**Cell sizes after repair**

Scale bar: 20 µm.
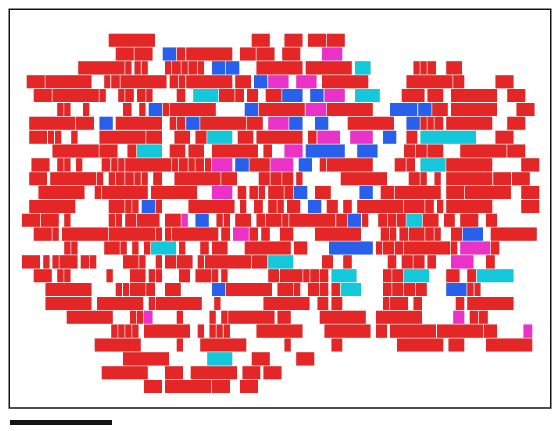
**Routed clock nets over the placement**

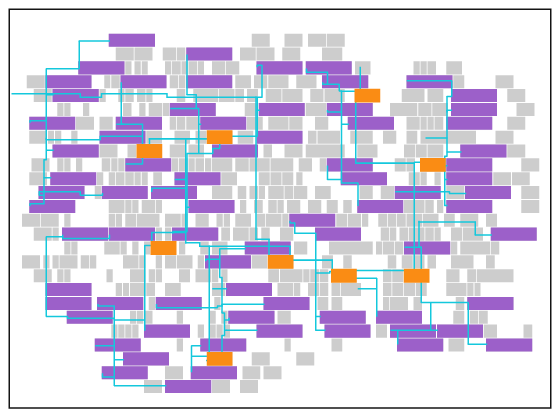
**Clock routing**

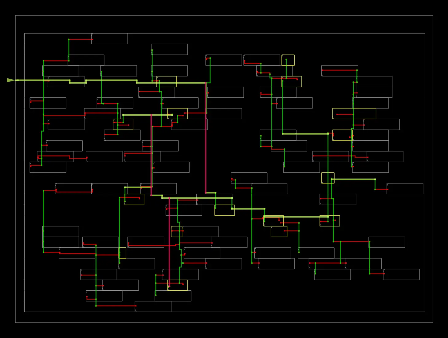
**Placed cells, one colour a class**

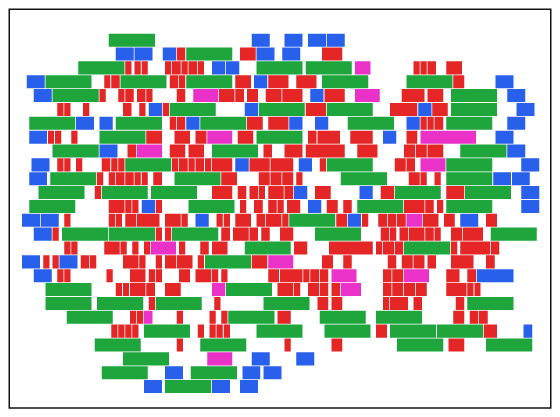
**Sequential cells grouped by signal name**

Scale bar: 20 µm. Other sequential cells in the stronger grey, the rest of the logic in the fainter grey.
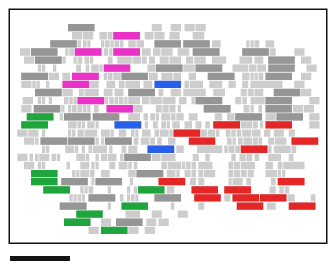
==> config.mk <==
export PLATFORM = sky130hd
export DESIGN_NAME = image_frame_receiver
export DESIGN_NICKNAME = d
export VERILOG_FILES = /design/src/rtl/nn_uart_pkg.sv /design/src/rtl/frame_timeout_counter.sv /design/src/rtl/image_frame_receiver.sv
export SDC_FILE = /design/constraint.sdc
export NUM_CORES = 1
export LEC_CHECK = 0
export CAP_MARGIN = 20
export CORE_AREA = 2 2 104 76
export CTS_CLUSTER_SIZE = 8
export DETAILED_ROUTE_END_ITERATION = 8
export DIE_AREA = 0 0 106 78
export PLACE_DENSITY = 0.83
export SKIP_CTS_REPAIR_TIMING = 1
export SYNTH_ARGS = -nofsm -noshare
export SYNTH_HDL_FRONTEND = slang
export SYNTH_HIERARCHICAL = 1
export SYNTH_SLANG_ARGS = --single-unit
==> constraint.sdc <==
create_clock -name clk -period 2.7 [get_ports clk]
set_clock_uncertainty 0.15 [all_clocks]
set_input_delay 0.54 -clock clk [delete_from_list [all_inputs] [get_ports clk]]
set_output_delay 0.54 -clock clk [all_outputs]
set_load 0.03 [all_outputs]
==> src/rtl/nn_uart_pkg.sv <==
// Shared framing definitions for the UART image receiver and the matching result framer.
package nn_uart_pkg;

  localparam logic [7:0] SYNC_BYTE_DEF   = 8'hA5;
  localparam int         IMAGE_BYTES_DEF = 784;
  // Frame: SYNC, LEN_HI, LEN_LO, payload, CHK (XOR of payload)
  localparam int         LEN_W           = 16;
  localparam logic [7:0] CHK_INIT        = 8'h00;

  typedef enum logic [2:0] {
    ST_IDLE,
    ST_LEN_HI,
    ST_LEN_LO,
    ST_PAYLOAD,
    ST_CHECK,
    ST_READY
  } frame_state_e;

endpackage

==> src/rtl/frame_timeout_counter.sv <==
// Inter-byte watchdog: reloads on clear or while disabled, counts down, and expires at zero.
module frame_timeout_counter #(
  parameter int TIMEOUT_CYCLES = 20000
) (
  input  logic clk,
  input  logic reset_n,
  input  logic en,
  input  logic clr,
  output logic expire
);

  localparam int CNT_W = $clog2(TIMEOUT_CYCLES + 1);
  localparam logic [CNT_W-1:0] LOAD = CNT_W'(TIMEOUT_CYCLES);

  logic [CNT_W-1:0] cnt_q;

  // Reset value of zero is safe: every entry into an enabled state passes a disabled cycle that reloads
  always_ff @(posedge clk or negedge reset_n) begin
    if (!reset_n)
      cnt_q <= '0;
    else if (!en || clr)
      cnt_q <= LOAD;
    else if (cnt_q != '0)
      cnt_q <= cnt_q - 1'b1;
  end

  assign expire = en && !clr && (cnt_q == '0);

endmodule

==> src/rtl/image_frame_receiver.sv <==
// Frames UART bytes into neuron RAM writes and releases the accelerator only on a verified image.
//
// state      | meaning
// IDLE       | hunting for the sync byte
// LEN_HI     | waiting for the high length byte
// LEN_LO     | waiting for the low length byte, length checked here
// PAYLOAD    | writing payload bytes to RAM, accumulating XOR
// CHECK      | waiting for the checksum byte
// READY      | verified image held in RAM until consume
module image_frame_receiver
  import nn_uart_pkg::*;
#(
  parameter int         IMAGE_BYTES    = IMAGE_BYTES_DEF,
  parameter int         ADDR_W         = 10,
  parameter logic [7:0] SYNC_BYTE      = SYNC_BYTE_DEF,
  parameter int         TIMEOUT_CYCLES = 20000
) (
  input  logic              clk,
  input  logic              reset_n,
  input  logic [7:0]        rx_data,
  input  logic              rx_done,
  input  logic              consume,
  output logic [ADDR_W-1:0] ram_wr_adr,
  output logic [7:0]        ram_wr_data,
  output logic              ram_wr_en,
  output logic              image_ready,
  output logic              err_length,
  output logic              err_checksum,
  output logic              err_timeout,
  output logic [7:0]        err_count
);

  frame_state_e      state_q, state_d;
  logic [7:0]        len_hi_q;
  logic [ADDR_W-1:0] idx_q;
  logic [7:0]        xor_q;
  logic              wr_d, err_len_d, err_chk_d, err_to_d;
  logic              tmo_en, tmo_expire;

  assign tmo_en = (state_q == ST_LEN_HI) || (state_q == ST_LEN_LO) ||
                  (state_q == ST_PAYLOAD) || (state_q == ST_CHECK);

  frame_timeout_counter #(.TIMEOUT_CYCLES(TIMEOUT_CYCLES)) u_timeout (
    .clk     (clk),
    .reset_n (reset_n),
    .en      (tmo_en),
    .clr     (rx_done),
    .expire  (tmo_expire)
  );

  always_ff @(posedge clk or negedge reset_n) begin
    if (!reset_n)
      state_q <= ST_IDLE;
    else
      state_q <= state_d;
  end

  always_comb begin
    state_d   = state_q;
    wr_d      = 1'b0;
    err_len_d = 1'b0;
    err_chk_d = 1'b0;
    err_to_d  = 1'b0;
    case (state_q)
      ST_IDLE:    if (rx_done && rx_data == SYNC_BYTE) state_d = ST_LEN_HI;
      ST_LEN_HI:  if (rx_done) state_d = ST_LEN_LO;
      ST_LEN_LO:
        if (rx_done) begin
          if ({len_hi_q, rx_data} == LEN_W'(IMAGE_BYTES)) begin
            state_d = ST_PAYLOAD;
          end else begin
            state_d   = ST_IDLE;
            err_len_d = 1'b1;
          end
        end
      ST_PAYLOAD:
        if (rx_done) begin
          wr_d = 1'b1;
          if (idx_q == ADDR_W'(IMAGE_BYTES - 1)) state_d = ST_CHECK;
        end
      ST_CHECK:
        if (rx_done) begin
          if (rx_data == xor_q) begin
            state_d = ST_READY;
          end else begin
            state_d   = ST_IDLE;
            err_chk_d = 1'b1;
          end
        end
      ST_READY:   if (consume) state_d = ST_IDLE;
      default:    state_d = ST_IDLE;
    endcase
    // Expiry is already masked by rx_done inside the counter, so a byte in the same cycle wins
    if (tmo_expire) begin
      state_d  = ST_IDLE;
      err_to_d = 1'b1;
    end
  end

  always_ff @(posedge clk or negedge reset_n) begin
    if (!reset_n) begin
      len_hi_q     <= 8'h00;
      idx_q        <= '0;
      xor_q        <= CHK_INIT;
      ram_wr_en    <= 1'b0;
      ram_wr_adr   <= '0;
      ram_wr_data  <= 8'h00;
      image_ready  <= 1'b0;
      err_length   <= 1'b0;
      err_checksum <= 1'b0;
      err_timeout  <= 1'b0;
      err_count    <= 8'h00;
    end else begin
      if (state_q == ST_LEN_HI && rx_done) len_hi_q <= rx_data;
      if (state_q == ST_LEN_LO) begin
        idx_q <= '0;
        xor_q <= CHK_INIT;
      end else if (wr_d) begin
        idx_q <= idx_q + 1'b1;
        xor_q <= xor_q ^ rx_data;
      end
      ram_wr_en <= wr_d;
      if (wr_d) begin
        ram_wr_adr  <= idx_q;
        ram_wr_data <= rx_data;
      end
      image_ready  <= (state_d == ST_READY);
      err_length   <= err_len_d;
      err_checksum <= err_chk_d;
      err_timeout  <= err_to_d;
      if ((err_len_d || err_chk_d || err_to_d) && err_count != 8'hFF)
        err_count <= err_count + 8'h01;
    end
  end

endmodule

==> flow_metrics.tcl <==
# flow metrics
set metrics [dict create \
    slew-limit-headroom 0.624 \
    yosysMostFrequentCell "dfrtp_1" \
    clock_sinks 75 \
    ioPinCount 43 \
    tightest_slew_ps 563 \
    grtUsageMet1 0.285 \
    totalPowerFinal_uw 2200 \
    viasPerCell 5.47 \
    place_area_mm2 0.00422 \
    ys_sh_mux 0.0386 \
    grt_pass1_wl_um 13000 \
    grt_max_degree 43 \
    end_kind "flop" \
    drc_errors 0 \
    overflow 0 \
    aoi_share 0.0902 \
    finalSetupTns_ps 0 \
    yosysUniqueCellTypes 53 \
    rsz0062_at_grt "false" \
    htree_levels 3 \
    finalHoldViolations 0 \
    synthTopLogicFamily "simple AND/OR/NAND/NOR gates" \
    gp_congestion 0.823 \
    fmax_ghz 0.382 \
    warnings 26 \
    dp_slack_ps -267 \
    drv_cap 0 \
    synth-edff-count 0 \
    switching_share 0.241 \
    instances_no_fill 524 \
    syn_area_per_cell_um2 9.99 \
    setup_viol 0 \
    clockPowerShare 0.410 \
    yosys.area.top_type "dfrtp_1" \
    synth_top_flop_cell "dfrtp_1" \
    power_density_mw_per_mm2 496 \
    io_buffers 42 \
    post-route-min-period_ps 2620 \
    r2r-start "len_hi_q[3]" \
    hp-class "in2async" \
    grtUsageTotal 0.200 \
    rrSetupSlack_ps 350 \
    rr_worst_depth 6 \
    drtIter0Drc 186 \
    place_inst 508 \
    syn_to_final_growth_pct 25.3 \
    cp_max_fo 3 \
    die-area_mm2 0.00827 \
    clk_pin_slew_ps 80 \
    synth-seq-cells 75 \
    crit_start "rx_data[0]" \
    post-synth-top-area-fraction 0.531 \
    ir_drop_uv 214 \
    min_period_over_period 0.969 \
    adder_share 0.0106 \
    top_usage_layer "met2" \
    cp-start-kind "primary input" \
    topCellsByArea "dfrtp_1 (53%), nand2_1 (7.2%), o21ai_0 (3.7%)" \
    drv_slew 0 \
    arrival_ps 2700 \
    yosys.stat.seqShare 0.531 \
    synth_stat.cells 354 \
    endpoint "err_count[7]" \
    root_buffer "clkbuf_8" \
    syn_inst 354 \
    fp_util 0.492 \
    xor_area_frac 0.0594 \
    die_h_um 78 \
    cts.path.max_buffers 2 \
    diodes 0 \
    criticalPathCategory "in2reg" \
    hold_slack_ps 19.1 \
    grt_pass1_vias 2757 \
    grtUsageMet3 0.0487 \
    n_fill_cell 616 \
    p_comb_frac 0.065 \
    use_met2 0.304 \
    ant_nets 0 \
    cp.required_ps 2780 \
    antenna_found_initial 0 \
    numCtsBuffers 9 \
    cts_tree "done" \
    setup_slack_ps 84.6 \
    fin_nets 436 \
    ys_area_mm2 0.00354 \
    routedWlPerCell_um 15.0 \
    p_seq_frac 0.525 \
    dp_hpwl_um 5580 \
    drtPass1Iterations 5 \
    p_switching_uw 530 \
    synth_nets 369 \
    via_count 2868 \
    synthesis.area_mm2 0.00354 \
    die_width_um 106 \
    p_int_uw 1670 \
    netlist_top_cells_count "dfrtp_1 (75), nand2_1 (68), nor2_1 (33), o21ai_0 (26), xnor2_1 (14)" \
    r2r_end "err_count[7]" \
    layout-drive-gt1-share 0.150 \
    p_leak_uw 0.00204 \
    async_flop_share 1.00 \
    simple_gate_area_frac 0.254 \
    synth_warnings 6 \
    run_status "complete, no violations" \
    drt_wl_total_um 7870 \
]
Notes on 'cell sizes after repair' above:
_3 and _4 cells: drawn in blue, cells 30, share 7.0%. _0 and _1 cells: drawn in red, cells 362, share 85%. _2 cells: drawn in magenta, cells 19, share 4.5%. _6 and larger: drawn in cyan, cells 15, share 3.5%.

Notes on 'routed clock nets over the placement' above:
flip-flops: drawn in purple, count 75. clock wires: drawn in cyan, length 899 µm. clock drivers: drawn in orange, count 9.
There are 10 routed clock nets.

Notes on 'clock routing' above:
Power Clock: 902 µW
Latency at later pin: 350 ps

Notes on 'placed cells, one colour a class' above:
sequential cells: drawn in green, cells 75, share of their area 44%. combinational and other logic: drawn in red, cells 270, share of their area 38%. remaining buffers and delay cells: drawn in blue, cells 65, share of their area 14%. clock drivers and dummy loads: drawn in magenta, cells 16, share of their area 4.9%.
fin util: 0.616
# rows: 26
sequential share of cell area: 0.424
Design Area, Final: 0.00443 mm²
floorplan core area: 0.00719 mm²

Notes on 'sequential cells grouped by signal name' above:
`state_q`: drawn in blue, placed flops 3. `xor_q`: drawn in magenta, placed flops 8. `ram_wr_adr`: drawn in green, placed flops 10. `u_timeout/cnt_q`: drawn in red, placed flops 15.
Another 39 sequential cells are not coloured.
Seq. cell area: 0.00188 mm²
Seq. pwr: 1150 µW

## worst max-delay path, stage by stage
cell,delay [ps]
clkdlybuf4s50_1,430
or4_4,560
nor4_4,180
a31oi_2,150
or3_4,390
nand4_1,120
mux2_1,320
## placed cells by master, fill, tap and decap left out, types with 2 or more instances in the layout
master / count
a21oi_1: 12
and2_1: 2
and3_1: 4
and4_1: 2
buf_4: 22
clkbuf_8: 10
clkdlybuf4s50_1: 41
dfrtp_1: 75
ha_1: 3
inv_1: 4
inv_6: 2
mux2_2: 8
mux2i_1: 2
nand2_1: 68
nand2b_1: 5
nand3_1: 9
nand3b_1: 3
nand4_1: 7
nand4b_1: 2
nor2_1: 33
nor2b_1: 4
nor3_1: 9
nor4_1: 4
o21ai_0: 26
o21ai_1: 4
or3_1: 6
or4_4: 3
xnor2_1: 14
xor2_1: 10
## power by group through the flow
stage	clock, µW	combinational [µW]	sequential (µW)
4_1_cts	922	145	1150
6_report	902	143	1150
3_5_place_dp	0	145	1180
2_1_floorplan	0	44.2	1190
5_1_grt	971	156	1160
3_3_place_gp	0	140	1180
## area by class of cell
cell class	instances	area [µm²]	share of cell area
Multi-Input combinational cell	265	1600	0.362
Tap cell	98	123	0.0277
Clock inverter	6	71.3	0.0161
Timing Repair Buffer	65	601	0.136
Sequential cell	75	1880	0.424
Clock buffer	10	138	0.0311
Inverter	5	18.8	0.00424
## registers in the layout, indices dropped and copies added (netlist names)
signal	flops
ram_wr_data	8
state_q	3
len_hi_q	8
err_timeout	1
ram_wr_adr	10
err_length	1
ram_wr_en	1
u_timeout/cnt_q	15
image_ready	1
xor_q	8
idx_q	10
err_checksum	1
err_count	8
## layer usage
metal | up-vias | routed length, µm
li1 | 1377 | -
met1 | 1388 | 3760
met2 | 94 | 3600
met3 | 9 | 428
met4 | 0 | 87
met5 | - | 0
Power figures rest on the tool's default switching activity, not on a simulated workload.
